==> config.mk <==
export PLATFORM = sky130hd
export DESIGN_NAME = pipelined_cla_addsub
export DESIGN_NICKNAME = d
export VERILOG_FILES = /design/src/rtl/pipelined_cla_addsub.sv
export SDC_FILE = /design/constraint.sdc
export NUM_CORES = 1
export LEC_CHECK = 0
export CAP_MARGIN = 0
export CORE_MARGIN = 2
export CORE_UTILIZATION = 58
export DETAILED_ROUTE_END_ITERATION = 12
export PLACE_DENSITY_LB_ADDON = 0.08
export SYNTH_ARGS = -nofsm -noshare
export SYNTH_HDL_FRONTEND = slang
export SYNTH_SLANG_ARGS = --single-unit
export TNS_END_PERCENT = 1
==> constraint.sdc <==
create_clock -name clk -period 7.95 [get_ports clk]
set_clock_uncertainty 0.2 [all_clocks]
set_input_delay 2.385 -clock clk [delete_from_list [all_inputs] [get_ports clk]]
set_output_delay 2.385 -clock clk [all_outputs]
set_load 0.1 [all_outputs]
==> run_1/clk_routes.png <==
Scale bar: 20 µm.
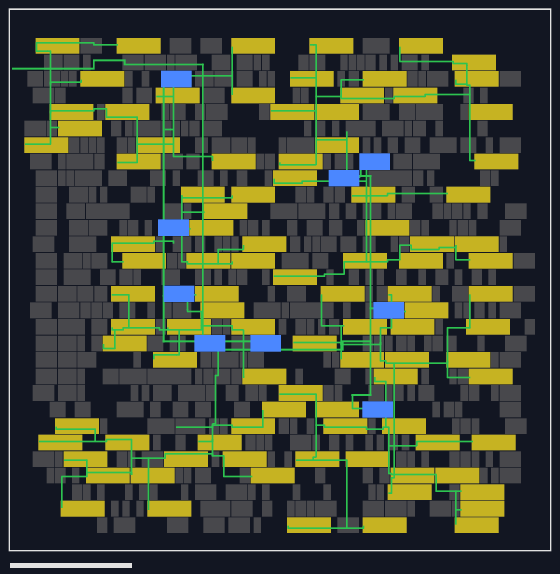
flip-flops: in yellow, count 98. clock drivers: in blue, count 9. clock wires: in green, length 1010 µm.
Position of the flops: spread over the die. There are 10 routed clock nets.
Insertion Delay late pin: 0.35 ns
clock share of power: 30.3%
power consumed by the clock network: 0.301 mW

==> run_1/clocks.png <==
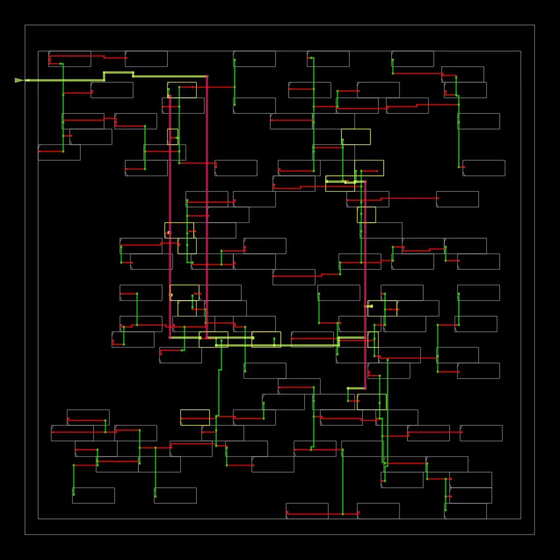
sink count of the clock tree: 98
count of clock-net buffers in the final layout: 11
CTS Buf Count: 9
number of sequential cells in the layout: 98

==> run_1/io_fan.png <==
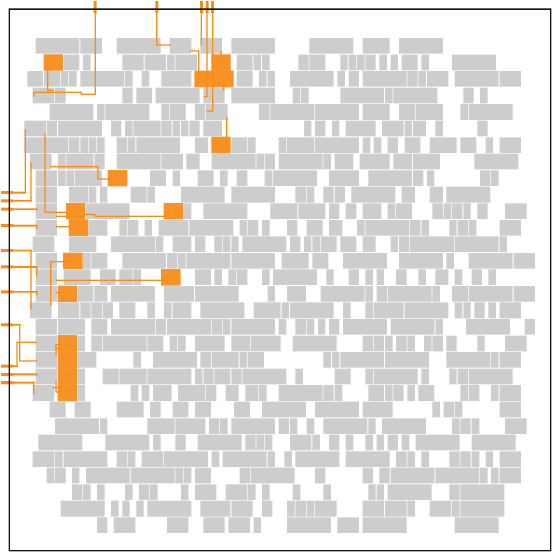
B: in orange, bits 16, direction input, edge 11 left, 5 top, end cells 16, buffers 16, wire 264 µm.
ports placed on the boundary: 59
Port Buffer Count: 58

==> impl_metrics.json, run 1 <==
{
  "timing.final.crit_period_ns": 5.89,
  "areaGrowthSynthToFinish_pct": 18.3,
  "tritoncts": "done",
  "die_h_um": 88.9,
  "synth_area_per_cell_um2": 8.27,
  "rows": 30,
  "outcome": "completed",
  "detail_route.drc_violations": 0,
  "clock_tree.root_cell": "clkbuf_8",
  "finalNonFillerCells": 644,
  "max_slew_margin_pct": 33.2,
  "post_dp_cell_area_um2": 4750,
  "netSwitchingFraction_pct": 27.6,
  "cp-end-kind": "output port",
  "core_area_um2": 6870,
  "synth.cells.most_frequent": "nand2_1 (138), dfxtp_1 (98), a21oi_1 (69), nor2_1 (28), ha_1 (20)",
  "whs_path_depth": 2,
  "tcrit_tclk_final_pct": 74.1,
  "synth_chip_area_um2": 4180,
  "place.detailed.hpwl_mm": 5.26,
  "synth_xor_xnor_area_share_pct": 4.40,
  "synth_cell_types": 36,
  "clk_transition_reported_paths_ns": 0.09,
  "synthDominantCellAreaShare_pct": 47.0,
  "cts.htree.levels": 3,
  "flip_flop_count_of_the_largest_register_after_layout": 48,
  "async_set_reset_flop_share_out_of_synthesis_pct": 0,
  "hold_path.class": "flop to flop",
  "number_of_antenna_violations_at_the_first_check_in_global_routing": 0,
  "ant_nets": 0,
  "critPathLaunchType": "input port",
  "nNetsFinal": 605,
  "tool_warnings": 32,
  "layout.cell_area.non_filler_um2": 4940,
  "post_cts_resize_count": 0,
  "timing.final.max_slew_violations": 0,
  "crit_path_max_fanout": 2,
  "comb_power_mw": 0.151,
  "routed_wire_length_mm": 7.98,
  "yosys-dominant-comb-family": "simple AND/OR/NAND/NOR gates",
  "mux_area_share_pct": 0.240,
  "finalSetupViolCount": 0,
  "power.density_cell_area_nw_per_um2": 201,
  "regToRegSetupSlack_ns": 5.76,
  "floorplan.nets": 567,
  "synth-adder-area-share_pct": 7.91,
  "power.ir.vdd_worst_mv": 0.104,
  "die_area_um2": 7900,
  "insertedDiodeCount": 0,
  "yosys.cell_count.top_type": "nand2_1",
  "dpl_worst_slack_ns": 2.06,
  "rr_worst_depth": 6,
  "synth_top_cell_by_area": "dfxtp_1",
  "postSynthSeqShare_pct": 47.0,
  "synthesis.area_um2": 4180,
  "fmax_mhz": 170,
  "clock_tree_buffer_depth": 2,
  "synthesized_instance_count": 505,
  "final_hold_viol_count": 0,
  "edf_count": 0,
  "pg_seq_mw": 0.541,
  "total_number_of_vias": 3354,
  "routed_wire_length_per_instance_um": 12.4,
  "worst-slew-pin-transition_ns": 1.00,
  "routabilityCongestion": 0.772,
  "grt_first_pass_wirelength_mm": 13.1,
  "intPower_mw": 0.720,
  "post_cts_buffers": 0,
  "p_sw_mw": 0.274,
  "layout_setup_ws_ns": 2.06,
  "synth-main-ff-cell": "dfxtp_1",
  "cap_viol_max_count": 0,
  "seq_power_share_pct": 54.5,
  "yosysWarningCount": 0,
  "post_synth_main_area_contributors": "dfxtp_1 (47%), nand2_1 (12%), a21oi_1 (8.3%)",
  "critPathArrivalTime_ns": 3.31,
  "rsz0062_at_grt": "false",
  "final_layout_size_suffix_gt1_share_pct": 4.74,
  "first_pass_iters": 4,
  "synthAoiAreaFrac_pct": 15.4,
  "global_route.overflow_total": 0,
  "critPathKind": "input port to output port",
  "ys_cells": 505,
  "maxPowerGroup": "registers"
}
-- run 1: layout make-up --
type	count	area, µm²
fill	575	1930
tap	96	120
clock buffer	11	151
clock inverter	5	36.3
inverter	16	60.1
multi-input combinational	357	2020
sequential	98	1960
timing repair buffer	61	596
-- run 1: critical path, stage by stage --
cell             delay, ns
clkdlybuf4s50_1       0.50
nor2b_4               0.06
inv_2                 0.07
buf_4                 0.28
-- run 1: routing by layer --
metal / wire [µm] / vias to the layer above / track usage (%)
li1: - / 1754 / -
met5: 0 / - / 0
met1: 3760 / 1513 / 27.8
met3: 301 / 14 / 3.17
met2: 3720 / 73 / 35.1
met4: 204 / 0 / 10.3
-- run 1: logic make-up after synthesis --
kind of cell | Yosys count
muxes | 1
AOI/OAI and AO/OA | 111
adders and majority gates | 24
DFF | 98
buffers and inverters | 50
and+or+nand+nor | 200
xor gates and xnor gates | 21
-- run 1: per-stage QoR --
stage / power [mW] / hold WS [ns] / utilization [%]
6_report: 0.993 / 0.254 / 71.9
5_1_grt: 1.04 / 0.265 / 71.9
4_1_cts: 1.00 / 0.255 / 71.9
3_5_place_dp: 0.704 / 0.243 / 69.2
3_3_place_gp: 0.699 / 0.238 / 69.2
2_1_floorplan: 0.657 / 0.232 / -
-- run 1: placed cells by master (no fill, tap or decap), types with 5 or more instances in the layout --
cell type	synthesis	routed
dfxtp_1	98	98
xor2_1	7	7
nor2_1	28	28
clkbuf_8	0	11
a21oi_1	69	69
inv_1	15	15
ha_1	20	20
nand2_1	138	138
o21ai_0	11	11
a211oi_1	19	19
xnor2_1	14	14
clkdlybuf4s50_1	0	56
nor3_1	5	5
nand3b_1	7	7
--- run 2 (diff from run 1) ---
--- a/config.mk
+++ b/config.mk
@@ -7,7 +7,7 @@
 export LEC_CHECK = 0
 export CAP_MARGIN = 0
 export CORE_MARGIN = 2
-export CORE_UTILIZATION = 58
+export CORE_UTILIZATION = 54
 export DETAILED_ROUTE_END_ITERATION = 12
 export PLACE_DENSITY_LB_ADDON = 0.08
 export SYNTH_ARGS = -nofsm -noshare
==> constraint.sdc (replaced) <==
create_clock -name clk -period 6.15 [get_ports clk]
set_clock_uncertainty 0.2 [all_clocks]
set_input_delay 1.845 -clock clk [delete_from_list [all_inputs] [get_ports clk]]
set_output_delay 1.845 -clock clk [all_outputs]
set_load 0.1 [all_outputs]
==> run 2 against run 1 <==
  * Synthesized cell count unchanged
  * Register-to-register slack got worse by 1.8 ns
  * Synthesized area unchanged
  * Worst hold slack worse by 0.0018 ns
  * Combinational power increased by 29%
  * Largest cell class unchanged
  * Clock power rose by 39%
  * Sequential power grew 29%
  * Total power increased by 32%
  * Flip-flop count unchanged
  * Final cell count up 0.93%
==> impl_metrics.json, run 2 <==
{
  "detailedRoute.firstIterationViolations": 142,
  "worst-endpoint-required_ns": 4.11,
  "worst-slew-pin-transition_ns": 1.01,
  "layout.core_utilization_pct": 65.5,
  "nNetsFinal": 606,
  "synth-adder-area-share_pct": 7.91,
  "tool_warnings": 32,
  "yosysWarningCount": 0,
  "max_slew_margin_pct": 32.9,
  "routabilityCongestion": 0.779,
  "power.ir.vdd_worst_mv": 0.153,
  "ys_cells": 505,
  "numClockSinks": 98,
  "hold_path.class": "flop to flop",
  "flip_flop_count_of_the_largest_register_after_layout": 48,
  "rr_worst_depth": 6,
  "cp-end-kind": "output port",
  "areaGrowthSynthToFinish_pct": 19.3,
  "edf_count": 0,
  "yosys_register_bits": 98,
  "fmax_mhz": 211,
  "clkLatencyLatePin_ns": 0.35,
  "mux_area_share_pct": 0.240,
  "ant_nets": 0,
  "buffer_ports.inserted": 58,
  "placedCellCount": 635,
  "yosys.cell_count.top_type": "nand2_1",
  "detail_route.drc_violations": 0,
  "tritoncts.num_buffers": 9,
  "tcrit_tclk_final_pct": 77.2,
  "crit_path_max_fanout": 2,
  "yosys-dominant-comb-family": "simple AND/OR/NAND/NOR gates",
  "grt_pass1_vias": 3039,
  "cp_slowest_stage_delay_ns": 0.44,
  "total_number_of_vias": 3351,
  "die_h_um": 92.0,
  "fin_setup_tns_ns": 0,
  "synth_xor_xnor_area_share_pct": 4.40,
  "die_area_um2": 8460,
  "rows": 32,
  "finalSetupViolCount": 0,
  "cts.hold.buffers_added": 0,
  "critPathLaunchType": "input port",
  "critPathKind": "input port to output port",
  "post_cts_resize_count": 0,
  "cts.htree.levels": 3,
  "tritoncts": "done",
  "timing.final.crit_period_ns": 4.75,
  "synth_chip_area_um2": 4180,
  "simple_gate_area_share_pct": 20.2,
  "post_drt_via_cell_ratio": 5.16,
  "finalNonFillerCells": 650,
  "p_leak_nw": 1.95,
  "layout_setup_ws_ns": 1.40,
  "mi_logic_area_um2": 2020,
  "synth-main-ff-cell": "dfxtp_1",
  "grt_max_degree": 106,
  "timing.critical_path.slowest_stage_cell": "clkdlybuf4s50_1",
  "rsz0062_at_grt": "false",
  "design_power_total_mw": 1.31,
  "floorplan.initialDensity_pct": 54.9,
  "routed_wire_length_per_instance_um": 12.4,
  "synthesis.area_um2": 4180,
  "number_of_antenna_violations_at_the_first_check_in_global_routing": 0,
  "critPathArrivalTime_ns": 2.70,
  "flop_area_um2": 1960,
  "synth.cells.most_frequent": "nand2_1 (138), dfxtp_1 (98), a21oi_1 (69), nor2_1 (28), ha_1 (20)",
  "post_cts_buffers": 0,
  "synthDominantCellAreaShare_pct": 47.0,
  "async_set_reset_flop_share_out_of_synthesis_pct": 0,
  "synthesized_instance_count": 505,
  "clk_transition_reported_paths_ns": 0.09,
  "io-pin-count": 59,
  "cap_viol_max_count": 0,
  "synth_area_per_cell_um2": 8.27,
  "first_pass_iters": 4,
  "most-common-layout-cells": "nand2_1 (138), dfxtp_1 (98), a21oi_1 (69), clkdlybuf4s50_1 (56), nor2_1 (28)",
  "routed_wire_length_mm": 8.06,
  "fillers": 698,
  "clock_tree_buffer_depth": 2,
  "timing.final.max_slew_violations": 0,
  "final_layout_size_suffix_gt1_share_pct": 4.74,
  "postSynthSeqShare_pct": 47.0,
  "place.detailed.hpwl_mm": 5.34,
  "whs_path_depth": 2,
  "floorplan.nets": 567,
  "insertedDiodeCount": 0,
  "post_synth_main_area_contributors": "dfxtp_1 (47%), nand2_1 (12%), a21oi_1 (8.3%)",
  "regToRegSetupSlack_ns": 3.94,
  "clock_tree.root_cell": "clkbuf_8",
  "grt_first_pass_wirelength_mm": 13.6,
  "synthAoiAreaFrac_pct": 15.4,
  "layout_top_cell": "nand2_1",
  "power.density_cell_area_nw_per_um2": 264,
  "global_route.overflow_total": 0,
  "synth_top_cell_by_area": "dfxtp_1",
  "outcome": "completed",
  "track_usage_pct": 19.9,
  "core_area_um2": 7610,
  "final_hold_viol_count": 0,
  "dpl_worst_slack_ns": 1.39,
  "path_cells": "clkdlybuf4s50_1 > nor2b_4 > inv_2 > buf_12",
  "synth_cell_types": 36,
  "die_w_um": 92.0
}
==> run 2: netlist changes by cell type in the layout (fill, tap and decap cells not counted) <==
cell        delta
clkinv_2       -1
inv_6          -2
bufinv_16      +1
clkinvlp_4     +1
buf_12         +1
==> run 2: report_power, final <==
group	leakage [nW]	internal (mW)	switching (mW)
sequential	0.806	0.676	0.0239
clock	0.101	0.208	0.210
combinational	1.04	0.0829	0.112
==> run 2: layout make-up <==
type	instances	share of cell area, %
tap	102	2.56
clock inverter	4	1.03
inverter	16	1.20
sequential	98	39.4
timing repair buffer	62	12.3
multi-input combinational	357	40.5
clock buffer	11	3.04
==> run 2: cell families after synthesis <==
| family | count (synthesis) |
|---|---|
| xor+xnor | 21 |
| buf+inv | 50 |
| flops | 98 |
| mux | 1 |
| fa+ha+maj | 24 |
| simple gates | 200 |
| compound gates | 111 |
==> run 2: layer usage <==
metal | track usage [%] | wire [µm] | vias up
met3 | 3.70 | 264 | 7
met1 | 26.1 | 3820 | 1526
li1 | - | - | 1756
met2 | 33.2 | 3900 | 62
met4 | 6.84 | 76 | 0
met5 | 0 | 0 | -
==> run 2: critical path, delay by kind of cell <==
family	cells	cell delay (ns)
buf+inv	3	0.69
simple gates	1	0.17
==> run 2: through the flow <==
| step | hold WS [ns] | cell area (µm²) |
|---|---|---|
| after CTS | 0.255 | 4980 |
| after detailed placement | 0.243 | 4780 |
| after global routing | 0.270 | 4980 |
| final | 0.253 | 4980 |
| after floorplan | 0.232 | 4180 |
| after global placement | 0.238 | 4780 |
==> run_2/io_fan.png <==
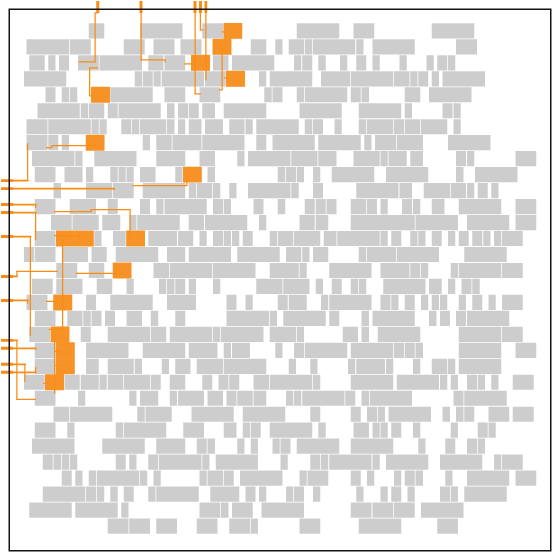
B: in orange, bits 16, direction input, edge 11 left, 5 top, end cells 16, buffers 16, wire 255 µm.

==> run_2/clk_routes.png <==
Scale bar: 20 µm.
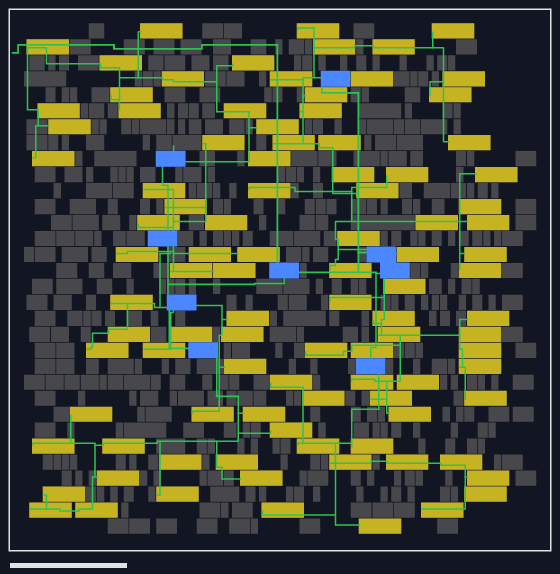
power consumed by the clock network: 0.418 mW
clock share of power: 31.8%

Power and IR drop assume default switching activity.
